**config.mk**
```make
export PLATFORM = sky130hd
export DESIGN_NAME = instr_sequencer_flat
export DESIGN_NICKNAME = d
export VERILOG_FILES = /design/src/rtl/instr_sequencer_pkg.sv /design/src/rtl/instr_sequencer_if.sv /design/src/rtl/instr_sequencer_classifier.sv /design/src/rtl/instr_sequencer.sv /design/src/flat_wrapper.sv
export SDC_FILE = /design/constraint.sdc
export NUM_CORES = 1
export LEC_CHECK = 0
export ABC_AREA = 1
export CAP_MARGIN = 40
export CORE_UTILIZATION = 25
export CTS_CLUSTER_DIAMETER = 100
export DETAILED_ROUTE_END_ITERATION = 10
export HOLD_SLACK_MARGIN = 0.08
export PLACE_DENSITY = 0.45
export SLEW_MARGIN = 20
export SYNTH_ARGS = -nofsm -noshare
export SYNTH_HDL_FRONTEND = slang
export SYNTH_SLANG_ARGS = --single-unit
export TNS_END_PERCENT = 1
```
**constraint.sdc**
```tcl
create_clock -name CLK -period 2.19 [get_ports CLK]
set_input_delay 0.657 -clock CLK [delete_from_list [all_inputs] [get_ports CLK]]
set_output_delay 0.657 -clock CLK [all_outputs]
set_load 0.01 [all_outputs]
```
**src/rtl/instr_sequencer_pkg.sv**
```systemverilog
// ============================================================================
// Module : instr_sequencer_pkg
// Brief  : Shared types for the EnDMe sequencer: opcodes, phases and classes.
// Rev    : 1.0
// ============================================================================
`default_nettype none

package instr_sequencer_pkg;

    typedef enum logic [3:0] {
        STORE = 4'h0, PUT = 4'h1, ADD = 4'h2, SUB = 4'h3,
        AND   = 4'h4, XOR = 4'h5, SFL = 4'h6, SFR = 4'h7,
        CMP   = 4'h8, GTR = 4'h9, LB  = 4'hA, SB  = 4'hB,
        BTR   = 4'hC, JMP = 4'hD
    } Instr_O;

    localparam logic [3:0] OP_HALT = 4'hF;
    localparam logic [3:0] OP_NOP  = 4'hE;

    typedef enum logic [2:0] {
        IDLE   = 3'd0,
        FETCH  = 3'd1,
        DECODE = 3'd2,
        EXEC   = 3'd3,
        MEM    = 3'd4,
        WB     = 3'd5,
        HALTED = 3'd6
    } Seq_State;

    typedef enum logic [2:0] {
        M   = 3'd0,
        LD  = 3'd1,
        ST  = 3'd2,
        BR  = 3'd3,
        ALU = 3'd4,
        NOP = 3'd5,
        HLT = 3'd6
    } Instr_Class;

endpackage

`default_nettype wire

```
**src/rtl/instr_sequencer_if.sv**
```systemverilog
// ============================================================================
// Module : instr_sequencer_if
// Brief  : IR, memory-handshake and control-strobe bundle of the sequencer.
// Rev    : 1.0
// ============================================================================
`default_nettype none

interface instr_sequencer_if #(
    parameter int CNT_W = 16
);
    logic             start;
    logic             typ;
    logic [3:0]       op;
    logic             br_flag;
    logic             imem_ready;
    logic             dmem_ready;
    logic             ir_load;
    logic             imem_req;
    logic             dmem_req;
    logic             dmem_we;
    logic             wb_en;
    logic             pc_en;
    logic             pc_br_sel;
    logic             busy;
    logic             halted;
    logic             err;
    logic [CNT_W-1:0] retired;

    modport master (
        output start, typ, op, br_flag, imem_ready, dmem_ready,
        input  ir_load, imem_req, dmem_req, dmem_we, wb_en, pc_en,
               pc_br_sel, busy, halted, err, retired
    );

    modport slave (
        input  start, typ, op, br_flag, imem_ready, dmem_ready,
        output ir_load, imem_req, dmem_req, dmem_we, wb_en, pc_en,
               pc_br_sel, busy, halted, err, retired
    );
endinterface

`default_nettype wire

```
**src/rtl/instr_sequencer_classifier.sv**
```systemverilog
// ============================================================================
// Module : instr_classifier
// Brief  : Combinational (typ, op) to instruction-class decode.
// Rev    : 1.0
// ============================================================================
`default_nettype none

module instr_classifier
    import instr_sequencer_pkg::*;
(
    input  wire logic       i_typ,
    input  wire logic [3:0] i_op,
    output Instr_Class      o_cls
);

    always_comb begin
        o_cls = ALU;
        if (i_typ) begin
            o_cls = M;
        end else begin
            case (i_op)
                LB:       o_cls = LD;
                SB:       o_cls = ST;
                BTR, JMP: o_cls = BR;
                OP_NOP:   o_cls = NOP;
                OP_HALT:  o_cls = HLT;
                default:  o_cls = ALU;
            endcase
        end
    end

endmodule

`default_nettype wire

```
**src/rtl/instr_sequencer.sv**
```systemverilog
// ============================================================================
// Module : instr_sequencer
// Brief  : Multi-cycle FETCH/DECODE/EXEC/MEM/WB sequencer with ready handshakes.
//          Optional memory-wait timeout when SEQ_WAIT_TIMEOUT_EN is defined.
// Rev    : 1.0
// ============================================================================
`default_nettype none

module instr_sequencer
    import instr_sequencer_pkg::*;
#(
    parameter int CNT_W      = 16,
    parameter int WAIT_LIMIT = 16
) (
    input  wire logic         CLK,
    input  wire logic         reset,
    instr_sequencer_if.slave  bus
);

    Seq_State         r_state;
    Seq_State         w_next;
    Instr_Class       w_cls;
    Instr_Class       r_cls;
    logic             r_is_jmp;
    logic             r_is_btr;
    logic             w_retire;
    logic             w_timeout;
    logic [CNT_W-1:0] r_retired;

    instr_classifier u_classifier (
        .i_typ (bus.typ),
        .i_op  (bus.op),
        .o_cls (w_cls)
    );

`ifdef SEQ_WAIT_TIMEOUT_EN
    localparam int c_wait_w = $clog2(WAIT_LIMIT + 1);

    logic [c_wait_w-1:0] r_wait;
    logic                r_err;
    logic                w_waiting;

    // Leaving a wait state clears the counter, so each FETCH/MEM entry starts at zero.
    assign w_waiting = ((r_state == FETCH) && !bus.imem_ready) ||
                       ((r_state == MEM)   && !bus.dmem_ready);
    assign w_timeout = w_waiting && (r_wait == c_wait_w'(WAIT_LIMIT - 1));
    assign bus.err   = r_err;

    always_ff @(posedge CLK) begin
        if (reset) begin
            r_wait <= '0;
            r_err  <= 1'b0;
        end else begin
            r_wait <= w_waiting ? r_wait + c_wait_w'(1) : '0;
            if (w_timeout) begin
                r_err <= 1'b1;
            end
        end
    end
`else
    assign w_timeout = 1'b0;
    assign bus.err   = 1'b0;
`endif

    always_ff @(posedge CLK) begin
        if (reset) begin
            r_state   <= IDLE;
            r_cls     <= ALU;
            r_is_jmp  <= 1'b0;
            r_is_btr  <= 1'b0;
            r_retired <= '0;
        end else begin
            r_state <= w_next;
            if (r_state == DECODE) begin
                r_cls    <= w_cls;
                r_is_jmp <= (bus.op == JMP);
                r_is_btr <= (bus.op == BTR);
            end
            if (w_retire && (r_retired != '1)) begin
                r_retired <= r_retired + CNT_W'(1);
            end
        end
    end

    always_comb begin
        w_next        = r_state;
        w_retire      = 1'b0;
        bus.ir_load   = 1'b0;
        bus.imem_req  = 1'b0;
        bus.dmem_req  = 1'b0;
        bus.dmem_we   = 1'b0;
        bus.wb_en     = 1'b0;
        bus.pc_en     = 1'b0;
        bus.pc_br_sel = 1'b0;
        case (r_state)
            IDLE: begin
                if (bus.start) begin
                    w_next = FETCH;
                end
            end
            FETCH: begin
                bus.imem_req = 1'b1;
                if (bus.imem_ready) begin
                    bus.ir_load = 1'b1;
                    w_next      = DECODE;
                end else if (w_timeout) begin
                    w_next = HALTED;
                end
            end
            DECODE: begin
                case (w_cls)
                    M:       w_next = WB;
                    LD, ST:  w_next = MEM;
                    HLT:     w_next = HALTED;
                    default: w_next = EXEC;
                endcase
            end
            EXEC: begin
                case (r_cls)
                    ALU: w_next = WB;
                    BR: begin
                        bus.pc_en     = 1'b1;
                        bus.pc_br_sel = r_is_jmp || (r_is_btr && bus.br_flag);
                        w_retire      = 1'b1;
                        w_next        = FETCH;
                    end
                    default: begin
                        bus.pc_en = 1'b1;
                        w_retire  = 1'b1;
                        w_next    = FETCH;
                    end
                endcase
            end
            MEM: begin
                bus.dmem_req = 1'b1;
                bus.dmem_we  = (r_cls == ST);
                if (bus.dmem_ready) begin
                    if (r_cls == ST) begin
                        bus.pc_en = 1'b1;
                        w_retire  = 1'b1;
                        w_next    = FETCH;
                    end else begin
                        w_next = WB;
                    end
                end else if (w_timeout) begin
                    w_next = HALTED;
                end
            end
            WB: begin
                bus.wb_en = 1'b1;
                bus.pc_en = 1'b1;
                w_retire  = 1'b1;
                w_next    = FETCH;
            end
            HALTED:  w_next = HALTED;
            default: w_next = IDLE;
        endcase
    end

    assign bus.busy    = (r_state != IDLE) && (r_state != HALTED);
    assign bus.halted  = (r_state == HALTED);
    assign bus.retired = r_retired;

endmodule

`default_nettype wire

```
**src/flat_wrapper.sv**
```systemverilog
// flat-port wrapper written by rule: the top's interface ports become plain ports
module instr_sequencer_flat import instr_sequencer_pkg::*;
#(
    parameter int CNT_W      = 16,
    parameter int WAIT_LIMIT = 16
)
  (CLK, reset, bus_start, bus_typ, bus_op, bus_br_flag, bus_imem_ready, bus_dmem_ready, bus_ir_load, bus_imem_req, bus_dmem_req, bus_dmem_we, bus_wb_en, bus_pc_en, bus_pc_br_sel, bus_busy, bus_halted, bus_err, bus_retired);
  instr_sequencer_if #(.CNT_W(CNT_W)) bus_i ();
  input  wire logic CLK;
  input  wire logic reset;
  input wire logic [$bits(bus_i.start)-1:0] bus_start;
  input wire logic [$bits(bus_i.typ)-1:0] bus_typ;
  input wire logic [$bits(bus_i.op)-1:0] bus_op;
  input wire logic [$bits(bus_i.br_flag)-1:0] bus_br_flag;
  input wire logic [$bits(bus_i.imem_ready)-1:0] bus_imem_ready;
  input wire logic [$bits(bus_i.dmem_ready)-1:0] bus_dmem_ready;
  output wire logic [$bits(bus_i.ir_load)-1:0] bus_ir_load;
  output wire logic [$bits(bus_i.imem_req)-1:0] bus_imem_req;
  output wire logic [$bits(bus_i.dmem_req)-1:0] bus_dmem_req;
  output wire logic [$bits(bus_i.dmem_we)-1:0] bus_dmem_we;
  output wire logic [$bits(bus_i.wb_en)-1:0] bus_wb_en;
  output wire logic [$bits(bus_i.pc_en)-1:0] bus_pc_en;
  output wire logic [$bits(bus_i.pc_br_sel)-1:0] bus_pc_br_sel;
  output wire logic [$bits(bus_i.busy)-1:0] bus_busy;
  output wire logic [$bits(bus_i.halted)-1:0] bus_halted;
  output wire logic [$bits(bus_i.err)-1:0] bus_err;
  output wire logic [$bits(bus_i.retired)-1:0] bus_retired;
  assign bus_i.start = bus_start;
  assign bus_i.typ = bus_typ;
  assign bus_i.op = bus_op;
  assign bus_i.br_flag = bus_br_flag;
  assign bus_i.imem_ready = bus_imem_ready;
  assign bus_i.dmem_ready = bus_dmem_ready;
  assign bus_ir_load = bus_i.ir_load;
  assign bus_imem_req = bus_i.imem_req;
  assign bus_dmem_req = bus_i.dmem_req;
  assign bus_dmem_we = bus_i.dmem_we;
  assign bus_wb_en = bus_i.wb_en;
  assign bus_pc_en = bus_i.pc_en;
  assign bus_pc_br_sel = bus_i.pc_br_sel;
  assign bus_busy = bus_i.busy;
  assign bus_halted = bus_i.halted;
  assign bus_err = bus_i.err;
  assign bus_retired = bus_i.retired;
  instr_sequencer #(.CNT_W(CNT_W), .WAIT_LIMIT(WAIT_LIMIT)) u_core (.CLK(CLK), .reset(reset), .bus(bus_i));
endmodule
```
**Run 1: a small window of the routed layout**

The bar under the picture is 5 um long. Region (31, 48) to (51, 68) um. Cells in grey, sequential cells in the stronger grey; small squares are vias.
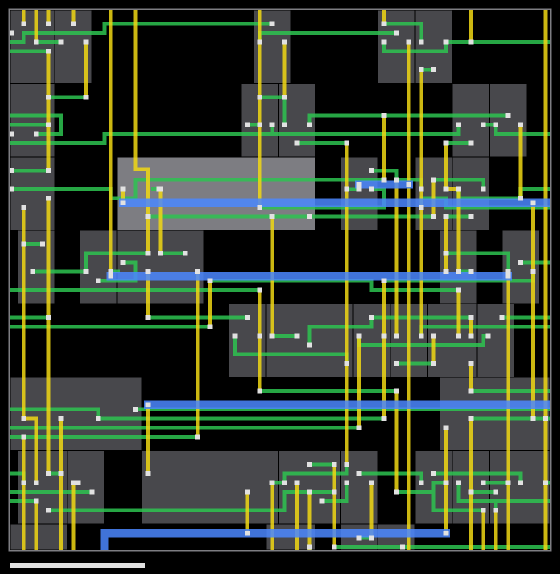
layer	colour
met1	green
met2	yellow
met3	blue
netlist names of flops here include	`u_core.bus.retired` (1)
cells with their middle in the window	36
sequential cells in the window	1
most frequent	nand2_1 (13), nor2_1 (7), inv_1 (3)

**Run 1: selected gate families**

The bar under the picture is 20 um long.
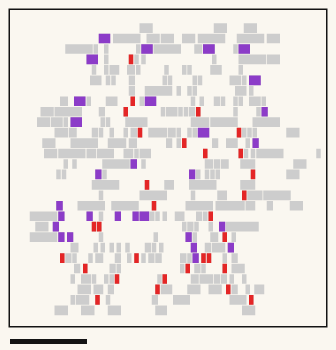
family	colour	cells	most used
inverting AOI/OAI gates	purple	29	a21oi_1
inverters	red	30	inv_1

**Run 1: register map, names as in the netlist**

The bar under the picture is 20 um long. Other sequential cells in the stronger grey, the rest of the logic in the fainter grey.
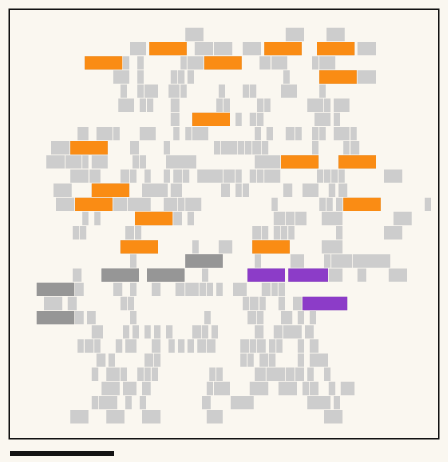
name in the netlist	colour	sequential cells
`u_core.bus.retired`	orange	16
`u_core.r_state`	purple	3
not coloured	5

**Run 1: metal layers overlaid**

The bar under the picture is 20 um long.
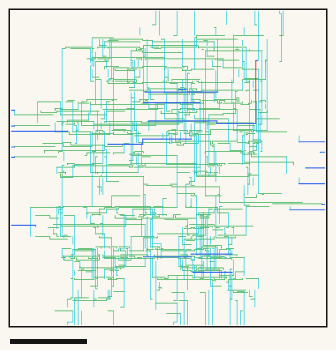
layer	colour	wire length
met4	red	16.3 um
met3	blue	172 um
met2	cyan	1710 um
met1	green	2170 um

==> out/qor.rpt, run 1 <==
STA
------------------------------------------------------------------------
PnR worst setup slack .....................................      24.1 ps
Final clock skew ..........................................      6.40 ps
Final worst path period need ..............................      2170 ps
Final tally of setup violations ...........................            0
Setup repair after global routing missed its margin .......         true

POWER
------------------------------------------------------------------------
Leakage power summed over all cells .......................     0.859 nW
Switching power as a share of total power .................        34.1%
Sum of internal, switching and leakage power ..............      1.15 mW
Power per cell area .......................................  543 nW/um^2
Top power consumer group .................................. sequential cells
Clk power .................................................       262 uW
Worst ir drop on vdd ......................................   0.000200 V

WORST SETUP PATH
------------------------------------------------------------------------
Slowest cell delay on critical path .......................       450 ps
Critical path buffer and inverter count ...................            2
Cells along the critical path ............................. clkdlybuf4s50_1, a21oi_1, nor3_1, buf_2
Critical register-to-register path startpoint ............. u_core.bus.retired[1]
CP startpoint .............................................  bus_br_flag
Critical path depth .......................................            4

PLACEMENT
------------------------------------------------------------------------
DP Wirelength .............................................      3150 um
Worst-case setup slack after placement ....................      -443 ps
Final weighted congestion in routability-driven placement .        0.791

SYNTH
------------------------------------------------------------------------
Mean area per synthesized cell ............................    6.41 um^2
Area fraction of the dominant cell type after synthesis ...        29.9%
Number of enable flip-flop cells ..........................            0
Most used standard cell by instance count after synthesis .      nand2_1
Most used standard cells in the synthesized netlist ....... nand2_1 (74), nor2_1 (33), inv_1 (28)
Area reported by Yosys stat ...............................    1610 um^2
Top_reg_cell synth ........................................      dfxtp_1

GRT
------------------------------------------------------------------------
Met1 routing resource usage after global routing ..........        19.0%
Number of global-route vias before repair .................         1503
Total Routing Usage GR ....................................        13.1%
GRT met3 Usage ............................................        2.53%

FLOORPLANNING
------------------------------------------------------------------------
Area of the die ...........................................    6760 um^2

CLOCK TREE
------------------------------------------------------------------------
Clock buffer count from CTS ...............................            3
Clock Latency Late Sink ...................................       260 ps
Clk pin slew, worst setup/hold paths ......................        80 ps

OUTCOME
------------------------------------------------------------------------
Outcome ................................................... complete, no violations

FINAL LAYOUT
------------------------------------------------------------------------
Cell area after layout ....................................    2120 um^2
Final antenna diode count .................................            0

DRT
------------------------------------------------------------------------
Post-detailed-route wirelength per cell ...................      11.0 um
Routed wire length ........................................      4070 um

WORST HOLD PATH
------------------------------------------------------------------------
Min-delay worst type ...................................... flip-flop to flip-flop

==> run 1: area by class of cell <==
| cell class | instances | area [um^2] | area share, % |
|---|---|---|---|
| Multi-Input combinational cell | 191 | 960 | 45.3 |
| Sequential cell | 24 | 485 | 22.9 |
| Timing Repair Buffer | 45 | 425 | 20.1 |
| Inverter | 30 | 113 | 5.32 |
| Tap cell | 75 | 93.8 | 4.43 |
| Clock buffer | 3 | 41.3 | 1.95 |
==> run 1: cell families (layout without fill, tap and decap cells) <==
group / after synthesis / count (layout) / synth area share (%)
AOI/OAI and AO/OA: 29 / 29 / 11.5
xor gates and xnor gates: 10 / 10 / 5.44
adders and majority gates: 1 / 1 / 0.777
buffers and inverters: 36 / 78 / 10.7
DFF: 24 / 24 / 29.9
other: 1 / 1 / 0.233
and+or+nand+nor: 150 / 150 / 41.5
==> run 2: changes to the inputs <==
--- a/config.mk
+++ b/config.mk
@@ -12,7 +12,6 @@
 export DETAILED_ROUTE_END_ITERATION = 10
 export HOLD_SLACK_MARGIN = 0.08
 export PLACE_DENSITY = 0.45
-export SLEW_MARGIN = 20
 export SYNTH_ARGS = -nofsm -noshare
 export SYNTH_HDL_FRONTEND = slang
 export SYNTH_SLANG_ARGS = --single-unit
**Run 2: register map, names as in the netlist**

The bar under the picture is 20 um long. Other sequential cells in the stronger grey, the rest of the logic in the fainter grey.
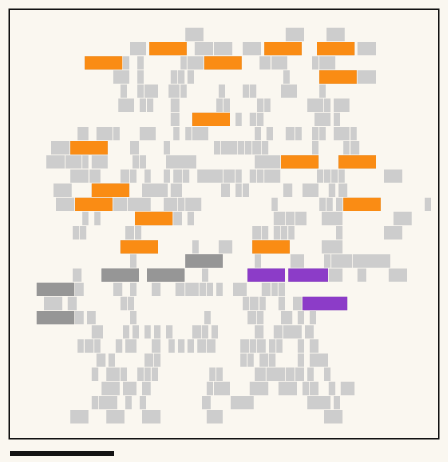
name in the netlist	colour	sequential cells
`u_core.r_state`	purple	3
`u_core.bus.retired`	orange	16
not coloured	5

==> run 2 against run 1 <==
Cell count unchanged. Synthesized cell count unchanged. Global-route usage unchanged. Clock skew unchanged. Combinational power about the same. Clock power about the same. First-iteration DRC count unchanged. Clock-buffer cell count unchanged. Sequential share of layout area unchanged. Critical path depth unchanged. Non-clock buffer count unchanged. Largest power group unchanged.
==> out/qor.rpt, run 2 <==
POWER
------------------------------------------------------------------------
Sum of internal, switching and leakage power ..............      1.15 mW   unchanged
Leakage power summed over all cells .......................     0.859 nW   unchanged
Worst ir drop on vdd ......................................   0.000200 V   unchanged
Clk power .................................................       262 uW   about the same
Top power consumer group .................................. sequential cells

FINAL LAYOUT
------------------------------------------------------------------------
Final antenna diode count .................................            0   unchanged
Clock buffer instance count of the final layout ...........            3   unchanged
Comb area .................................................     960 um^2   unchanged
Fraction of area in registers .............................        22.9%   unchanged
Cell area after layout ....................................    2120 um^2   unchanged
Registers .................................................           24   unchanged
Storage cell area .........................................     485 um^2   unchanged
Combinational gate count ..................................          191   unchanged
Top cell class by occupied area ........................... combinational gates
Inverters .................................................           30   unchanged
Count of plain and timing-repair buffers in the layout ....           45   unchanged

SYNTH
------------------------------------------------------------------------
Mean area per synthesized cell ............................    6.41 um^2   unchanged
Complex-gate fraction of the synthesized area .............        11.5%   unchanged
Multiplexer fraction of the synthesized cell area .........           0%   unchanged
Most used standard cells in the synthesized netlist ....... nand2_1 (74), nor2_1 (33), inv_1 (28)
Top_reg_cell synth ........................................      dfxtp_1
Xor/xnor cell area share of the yosys netlist .............        5.44%   unchanged
Number of enable flip-flop cells ..........................            0   unchanged
Combinational family with the most area after synthesis ... simple AND/OR/NAND/NOR gates
Area fraction of the dominant cell type after synthesis ...        29.9%   unchanged
Most used standard cell by instance count after synthesis .      nand2_1
Area reported by Yosys stat ...............................    1610 um^2   unchanged
Simple-Gate Area Share ....................................        41.5%   unchanged

STA
------------------------------------------------------------------------
Final clock skew ..........................................      6.40 ps   unchanged
Setup repair after global routing missed its margin .......         true
Final worst path period need ..............................      2170 ps   unchanged

FLOORPLANNING
------------------------------------------------------------------------
Area of the die ...........................................    6760 um^2   unchanged

WORST SETUP PATH
------------------------------------------------------------------------
CP startpoint .............................................  bus_br_flag
Critical path buffer and inverter count ...................            2   unchanged
Slowest cell delay on critical path .......................       450 ps   about the same
Cells along the critical path ............................. clkdlybuf4s50_1, a21oi_1, nor3_1, buf_2
Critical path depth .......................................            4   unchanged

OUTCOME
------------------------------------------------------------------------
Outcome ................................................... complete, no violations

CLOCK TREE
------------------------------------------------------------------------
Clk pin slew, worst setup/hold paths ......................        80 ps   about the same
Clock buffer count from CTS ...............................            3   unchanged

DRT
------------------------------------------------------------------------
Post-detailed-route wirelength per cell ...................      11.0 um   unchanged

PLACEMENT
------------------------------------------------------------------------
Worst-case setup slack after placement ....................      -443 ps   unchanged

GRT
------------------------------------------------------------------------
Total Routing Usage GR ....................................        13.1%   unchanged

[run 2: cell counts after synthesis]
No cell type changed its count.
[run 2: what timing repair did]
action,4_1_cts,5_1_grt
endpoints found under the setup margin,7,5
pin swaps,1,0
hold endpoints to repair,0,0
resized,15,4
[run 2: kinds of logic (layout without fill, tap and decap cells)]
| family | after synthesis | after routing |
|---|---|---|
| AOI/OAI and AO/OA | 29 | 29 |
| xor gates and xnor gates | 10 | 10 |
| adders and majority gates | 1 | 1 |
| buffers and inverters | 36 | 78 |
| DFF | 24 | 24 |
| other | 1 | 1 |
| and+or+nand+nor | 150 | 150 |
==> run 3: changes to the inputs <==
--- a/config.mk
+++ b/config.mk
@@ -6,12 +6,11 @@
 export NUM_CORES = 1
 export LEC_CHECK = 0
 export ABC_AREA = 1
-export CAP_MARGIN = 40
-export CORE_UTILIZATION = 25
+export CORE_UTILIZATION = 50
 export CTS_CLUSTER_DIAMETER = 100
 export DETAILED_ROUTE_END_ITERATION = 10
 export HOLD_SLACK_MARGIN = 0.08
-export PLACE_DENSITY = 0.45
+export PLACE_DENSITY = 0.79
 export SYNTH_ARGS = -nofsm -noshare
 export SYNTH_HDL_FRONTEND = slang
 export SYNTH_SLANG_ARGS = --single-unit
**Run 3: selected gate families**

The bar under the picture is 20 um long.
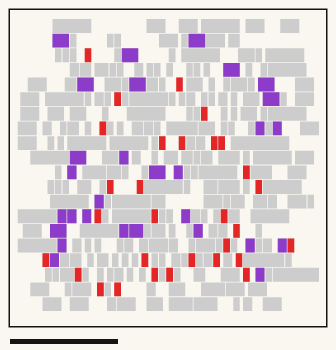
family	colour	cells	most used
inverters	red	30	inv_1
inverting AOI/OAI gates	purple	29	a21oi_1

==> run 3 against run 2 <==
Flip-flop count did not move. Sequential share of layout area rose by 0.37 points. Largest cell class unchanged. Critical path depth did not move. Synthesized cell count did not move. Clock skew rose by 0.67 ps. Critical endpoint is now bus_imem_req. Register-to-register slack got worse by 80 ps. Power rose by 6.8%. Clock power rose by 24%. Wire length fell by 11%. Global-route usage rose by 9.4 points. Setup slack got worse by 10 ps.
==> out/qor.rpt, run 3 <==
SYNTH
------------------------------------------------------------------------
Most used standard cell by instance count after synthesis .      nand2_1
Area reported by Yosys stat ...............................    1610 um^2   unchanged
Most used standard cells in the synthesized netlist ....... nand2_1 (74), nor2_1 (33), inv_1 (28)
Area fraction of the dominant cell type after synthesis ...        29.9%   unchanged
Top_reg_cell synth ........................................      dfxtp_1
Number of enable flip-flop cells ..........................            0   unchanged

FINAL LAYOUT
------------------------------------------------------------------------
Fraction of area in registers .............................        23.3%   +0.37 points
Cell area after layout ....................................    2080 um^2   -1.6%
Storage cell area .........................................     485 um^2   unchanged
Top cell class by occupied area ........................... combinational gates
Comb area .................................................     973 um^2   +1.4%
Count of plain and timing-repair buffers in the layout ....           42   -6.7%
Clock buffer instance count of the final layout ...........            3   unchanged
Final antenna diode count .................................            0   unchanged
Inverters .................................................           30   unchanged

GRT
------------------------------------------------------------------------
Total Routing Usage GR ....................................        22.5%   +9.4 points

CLOCK TREE
------------------------------------------------------------------------
CTS resizes ...............................................           15   unchanged
Clock buffer count from CTS ...............................            3   unchanged
Clk pin slew, worst setup/hold paths ......................       140 ps   +60 ps

POWER
------------------------------------------------------------------------
Sum of internal, switching and leakage power ..............      1.23 mW   +6.8%
Clk power .................................................       326 uW   +24%

STA
------------------------------------------------------------------------
Final clock skew ..........................................      7.06 ps   +0.666 ps
Setup repair after global routing missed its margin .......         true

PLACEMENT
------------------------------------------------------------------------
Worst-case setup slack after placement ....................      -408 ps   +34.9 ps

OUTCOME
------------------------------------------------------------------------
Outcome ................................................... complete, no violations

WORST SETUP PATH
------------------------------------------------------------------------
Critical path buffer and inverter count ...................            3   +1
Cells along the critical path ............................. inv_2, nand3_2, inv_1, clkdlybuf4s50_1
Critical path depth .......................................            4   unchanged

DRT
------------------------------------------------------------------------
Post-detailed-route wirelength per cell ...................      10.8 um   -2.0%

[run 3: kinds of logic (layout without fill, tap and decap cells)]
family,count (synthesis),count (layout),synth area share (%)
simple gates,150,150,41.5
buf+inv,36,76,10.7
other cells,1,1,0.233
fa+ha+maj,1,1,0.777
flops,24,24,29.9
xor+xnor,10,10,5.44
compound gates,29,29,11.5
[run 3: per-stage QoR]
stage	utilization, %	std cells
2_1_floorplan	-	251
3_3_place_gp	66.2	331
3_5_place_dp	66.2	331
4_1_cts	67.6	335
5_1_grt	68.3	335
6_report	68.3	335
[run 3: metal layers]
layer | up-vias | wire length, um | global-route usage, %
li1 | 872 | - | -
met1 | 738 | 1870 | 32.4
met2 | 35 | 1590 | 35.4
met3 | 2 | 149 | 3.96
met4 | 0 | 21 | 4.42
met5 | - | 0 | 0
No activity file was given, so power comes from the tool's default toggle rates.
